==> images/gates.png <==
(6 px per um)
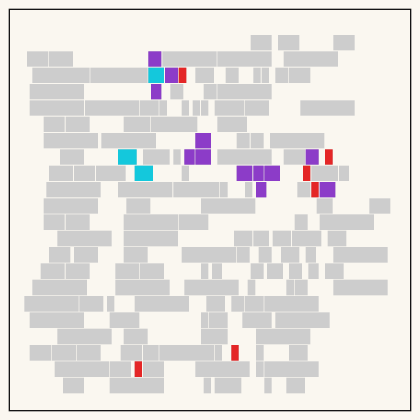
==> images/clock_wires.png <==
(8 px per um)
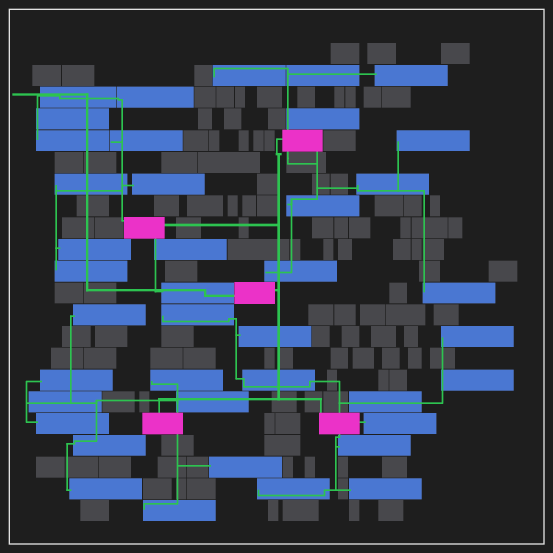
==> images/port_trees.png <==
(8 px per um)
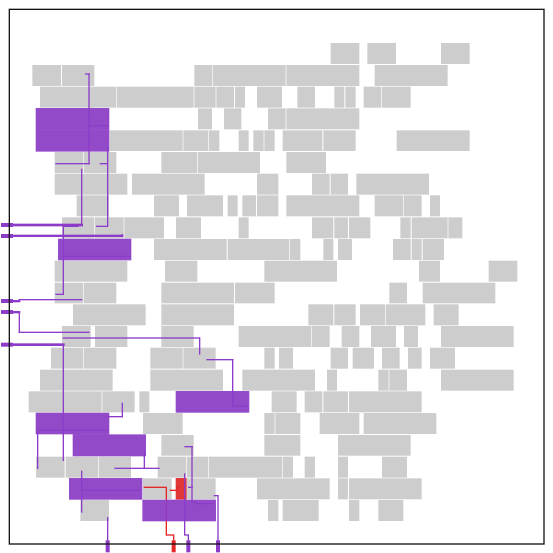
## src/rtl/uart_pkg.sv

```systemverilog
// Shared UART definitions: receiver state encoding, oversampling constants and baud divisor helper.
// ST_PARITY exists only when UART_RX_PARITY_EN is defined.
package uart_pkg;

  localparam int OVS        = 16;
  localparam int MID_SAMPLE = 7;
  localparam int DATA_BITS  = 8;

  typedef enum logic [2:0] {
    ST_IDLE,
    ST_START,
    ST_DATA,
`ifdef UART_RX_PARITY_EN
    ST_PARITY,
`endif
    ST_STOP
  } rx_state_t;

  // Clocks per oversample tick, truncated toward zero.
  function automatic int baud_div(input int clk_freq, input int baud, input int ovs);
    return clk_freq / (baud * ovs);
  endfunction

endpackage

```

## src/rtl/uart_baud_tick.sv

```systemverilog
// Free-running divisor counter emitting a one-cycle tick on every wrap from DIV-1 to 0.
module uart_baud_tick #(
  parameter int DIV = 651
) (
  input  logic clk,
  input  logic rst,
  output logic tick
);

  localparam int CW = (DIV > 1) ? $clog2(DIV) : 1;
  localparam logic [CW-1:0] LAST = CW'(DIV - 1);

  logic [CW-1:0] cnt;

  assign tick = (cnt == LAST);

  always_ff @(posedge clk or posedge rst) begin
    if (rst) begin
      cnt <= '0;
    end else if (tick) begin
      cnt <= '0;
    end else begin
      cnt <= cnt + CW'(1);
    end
  end

endmodule

```

## src/rtl/uart_rx.sv

```systemverilog
// 16x oversampling UART receiver (8N1, or 8E1 when UART_RX_PARITY_EN is defined)
// with valid/ack byte handshake and framing/overrun/parity error pulses.
module uart_rx #(
  parameter int CLK_FREQ = 100_000_000,
  parameter int BAUD     = 9600,
  parameter int OVS      = 16
) (
  input  logic       clk,
  input  logic       rst,
  input  logic       rx_in,
  input  logic       rx_ack,
  output logic [7:0] data_out,
  output logic       rx_valid,
  output logic       frame_err,
  output logic       overrun,
`ifdef UART_RX_PARITY_EN
  output logic       parity_err,
`endif
  output logic       busy
);

  import uart_pkg::*;

  localparam int DIV = baud_div(CLK_FREQ, BAUD, OVS);
  localparam logic [3:0] SC_MID  = 4'(MID_SAMPLE);
  localparam logic [3:0] SC_LAST = 4'(OVS - 1);
  localparam logic [2:0] IDX_LAST = 3'(DATA_BITS - 1);

  logic sync1;
  logic rxs;
  logic tick;

  rx_state_t state, state_next;
  logic [3:0] sc, sc_next;
  logic [2:0] bit_idx, bit_idx_next;
  logic [DATA_BITS-1:0] shift, shift_next;
  logic capture;
  logic stop_bad;
`ifdef UART_RX_PARITY_EN
  logic par_flag, par_flag_next;
`endif

  // Idle-high reset keeps a spurious start bit from appearing after reset.
  always_ff @(posedge clk or posedge rst) begin
    if (rst) begin
      sync1 <= 1'b1;
      rxs   <= 1'b1;
    end else begin
      sync1 <= rx_in;
      rxs   <= sync1;
    end
  end

  uart_baud_tick #(.DIV(DIV)) u_tick (
    .clk  (clk),
    .rst  (rst),
    .tick (tick)
  );

  always_ff @(posedge clk or posedge rst) begin
    if (rst) begin
      state   <= ST_IDLE;
      sc      <= '0;
      bit_idx <= '0;
      shift   <= '0;
`ifdef UART_RX_PARITY_EN
      par_flag <= 1'b0;
`endif
    end else begin
      state   <= state_next;
      sc      <= sc_next;
      bit_idx <= bit_idx_next;
      shift   <= shift_next;
`ifdef UART_RX_PARITY_EN
      par_flag <= par_flag_next;
`endif
    end
  end

  always_comb begin
    state_next   = state;
    sc_next      = sc;
    bit_idx_next = bit_idx;
    shift_next   = shift;
    capture      = 1'b0;
    stop_bad     = 1'b0;
`ifdef UART_RX_PARITY_EN
    par_flag_next = par_flag;
`endif
    if (tick) begin
      case (state)
        ST_IDLE: begin
          if (!rxs) begin
            state_next = ST_START;
            sc_next    = '0;
          end
        end
        ST_START: begin
          // Re-check at mid start bit so short glitches fall back to idle.
          if (sc == SC_MID) begin
            if (!rxs) begin
              state_next   = ST_DATA;
              sc_next      = '0;
              bit_idx_next = '0;
`ifdef UART_RX_PARITY_EN
              par_flag_next = 1'b0;
`endif
            end else begin
              state_next = ST_IDLE;
            end
          end else begin
            sc_next = sc + 4'd1;
          end
        end
        ST_DATA: begin
          sc_next = sc + 4'd1;
          if (sc == SC_LAST) begin
            shift_next   = {rxs, shift[DATA_BITS-1:1]};
            bit_idx_next = bit_idx + 3'd1;
            if (bit_idx == IDX_LAST) begin
`ifdef UART_RX_PARITY_EN
              state_next = ST_PARITY;
`else
              state_next = ST_STOP;
`endif
            end
          end
        end
`ifdef UART_RX_PARITY_EN
        ST_PARITY: begin
          sc_next = sc + 4'd1;
          if (sc == SC_LAST) begin
            if (rxs != (^shift)) begin
              par_flag_next = 1'b1;
            end
            state_next = ST_STOP;
          end
        end
`endif
        ST_STOP: begin
          sc_next = sc + 4'd1;
          if (sc == SC_LAST) begin
            state_next = ST_IDLE;
            if (rxs) begin
              capture = 1'b1;
            end else begin
              stop_bad = 1'b1;
            end
          end
        end
        default: begin
          state_next = ST_IDLE;
        end
      endcase
    end
  end

  // A capture coinciding with an ack wins and is not an overrun.
  always_ff @(posedge clk or posedge rst) begin
    if (rst) begin
      data_out  <= '0;
      rx_valid  <= 1'b0;
      frame_err <= 1'b0;
      overrun   <= 1'b0;
`ifdef UART_RX_PARITY_EN
      parity_err <= 1'b0;
`endif
    end else begin
      frame_err <= stop_bad;
      overrun   <= capture & rx_valid & ~rx_ack;
      rx_valid  <= capture | (rx_valid & ~rx_ack);
      if (capture) begin
        data_out <= shift;
      end
`ifdef UART_RX_PARITY_EN
      parity_err <= capture & par_flag;
`endif
    end
  end

  assign busy = (state != ST_IDLE);

endmodule

```

## config.mk

```make
export PLATFORM = sky130hd
export DESIGN_NAME = uart_rx
export DESIGN_NICKNAME = d
export VERILOG_FILES = /design/src/rtl/uart_pkg.sv /design/src/rtl/uart_baud_tick.sv /design/src/rtl/uart_rx.sv
export SDC_FILE = /design/constraint.sdc
export NUM_CORES = 1
export LEC_CHECK = 0
export CAP_MARGIN = 20
export CELL_PAD_IN_SITES_DETAIL_PLACEMENT = 0
export CELL_PAD_IN_SITES_GLOBAL_PLACEMENT = 1
export CORE_MARGIN = 2
export CORE_UTILIZATION = 45
export DETAILED_ROUTE_END_ITERATION = 6
export PLACE_DENSITY = 0.74
export SETUP_SLACK_MARGIN = 0.02
export SLEW_MARGIN = 30
export SYNTH_ARGS = -nofsm -noshare
export SYNTH_HDL_FRONTEND = slang
export SYNTH_SLANG_ARGS = --single-unit
```

## constraint.sdc

```tcl
create_clock -name clk -period 4.65 [get_ports clk]
set_input_delay 0.93 -clock clk [delete_from_list [all_inputs] [get_ports clk]]
set_output_delay 0.93 -clock clk [all_outputs]
set_load 0.05 [all_outputs]
```

==> GITHUB_STEP_SUMMARY <==
## Implementation flow summary

| Metric | Value |
|---|---|
| Status | `finished clean` |
| Finished Layout Cells | `210` |
| Sw Share | `0.2004` |
| Clk root buf | `clkbuf_8` |
| Metal1 wirelength | `1.308 mm` |
| Area reported by Yosys stat | `1767 um^2` |
| TritonCTS Buffers | `5` |
| Ao+oa area frac | `0.05737` |
| Yosys cell count | `141` |
| OpenROAD warnings | `27` |
| Worst Setup End Kind | `output port` |
| CP required | `3.72 ns` |
| Fin area | `2058 um^2` |
| Tmin final | `2.829 ns` |
| Mux share | `0.1140` |
| Post-CTS Setup Inserts | `0` |
| Max-cap violations | `0` |
| Post-Place Setup Slack | `1.865 ns` |
| Syn_nets | `150` |
| N_diodes | `0` |
| Crit path kind | `reg2out` |
| Post-Place Cell Area | `1968 um^2` |
| Uppermost layer routed | `met4` |
| DRT Wirelength | `2.978 mm` |
| Fa+ha+maj area frac | `0.03541` |
| Worst reg2reg startpoint | `u_tick.cnt[4]$_DFF_PP0_` |
| Final GP Congestion | `0.7560` |
| Top cells by area, synth | `dfrtp_1 54%, mux2_2 8.9%, ha_1 3.5%` |
| Power consumption | `0.0005925 W` |
| First-pass GRT wire length | `5.561 mm` |
| WL met3 | `122 um` |
| Critical Path Stages | `2` |
| Sequential power share | `0.592` |
| Detailed Routing Iterations Pass 1 | `4` |
| Comb power | `0.0000107 W` |
| Async S/R FF share, synth | `1.000` |
| Met2 Usage GRT | `0.2875` |
| Met2 routed wirelength | `1.492 mm` |
| YS warnings | `0` |
| Crit path launch | `state[0]$_DFFE_PP0P_` |
| Maximum vdd drop | `0.2472 mV` |
| Final slew viol count | `0` |
| Max Clock Freq | `353.4 MHz` |
| Final hold slack | `0.3559 ns` |
| Xor/xnor share | `0.03966` |
| Top Consumer | `registers` |
| RSZ-0062 raised after global routing | `no` |
Notes on gates.png above:
Red marks inv cells, cells 6. Purple marks aoi and oai cells, cells 12. Cyan marks non-inverting ao/oa cells, cells 3.

Notes on clock_wires.png above:
Blue marks flip-flops, count 40. Green marks clock wires, length 463 um. Magenta marks clock-net drivers, count 5.
Position of the flops: all over the die. There are 6 routed clock nets.

Notes on port_trees.png above:
Red marks rst, bits 1, direction input, edge south, end cells 1, buffers 1, wire 11.7 um. Purple marks data_out, bits 8, direction output, edge 5 west, 3 south, end cells 8, buffers 8, wire 216 um.

==> layout make-up <==
| cell class | instances | area share |
|---|---|---|
| sequential | 40 | 0.4875 |
| timing repair buffer | 17 | 0.08024 |
| multi-input combinational | 91 | 0.3483 |
| inverter | 6 | 0.01094 |
| clock buffer | 8 | 0.04377 |
| tap | 48 | 0.02918 |
==> state kept, by name (all words and copies together), names as in the netlist <==
register	flops
bit_idx	3
data_out	8
frame_err	1
overrun	1
rx_valid	1
rxs	1
sc	4
shift	8
state	2
sync1	1
u_tick.cnt	10
==> cell usage in the layout, fill, tap and decap left out, types with 5 or more instances in the layout <==
cell              n
clkbuf_8          6
clkdlybuf4s50_1  15
dfrtp_1          38
ha_1              5
inv_1             6
mux2_2           14
nand2_1           6
nor2_1           12
No activity file was given, so power comes from the tool's default toggle rates.
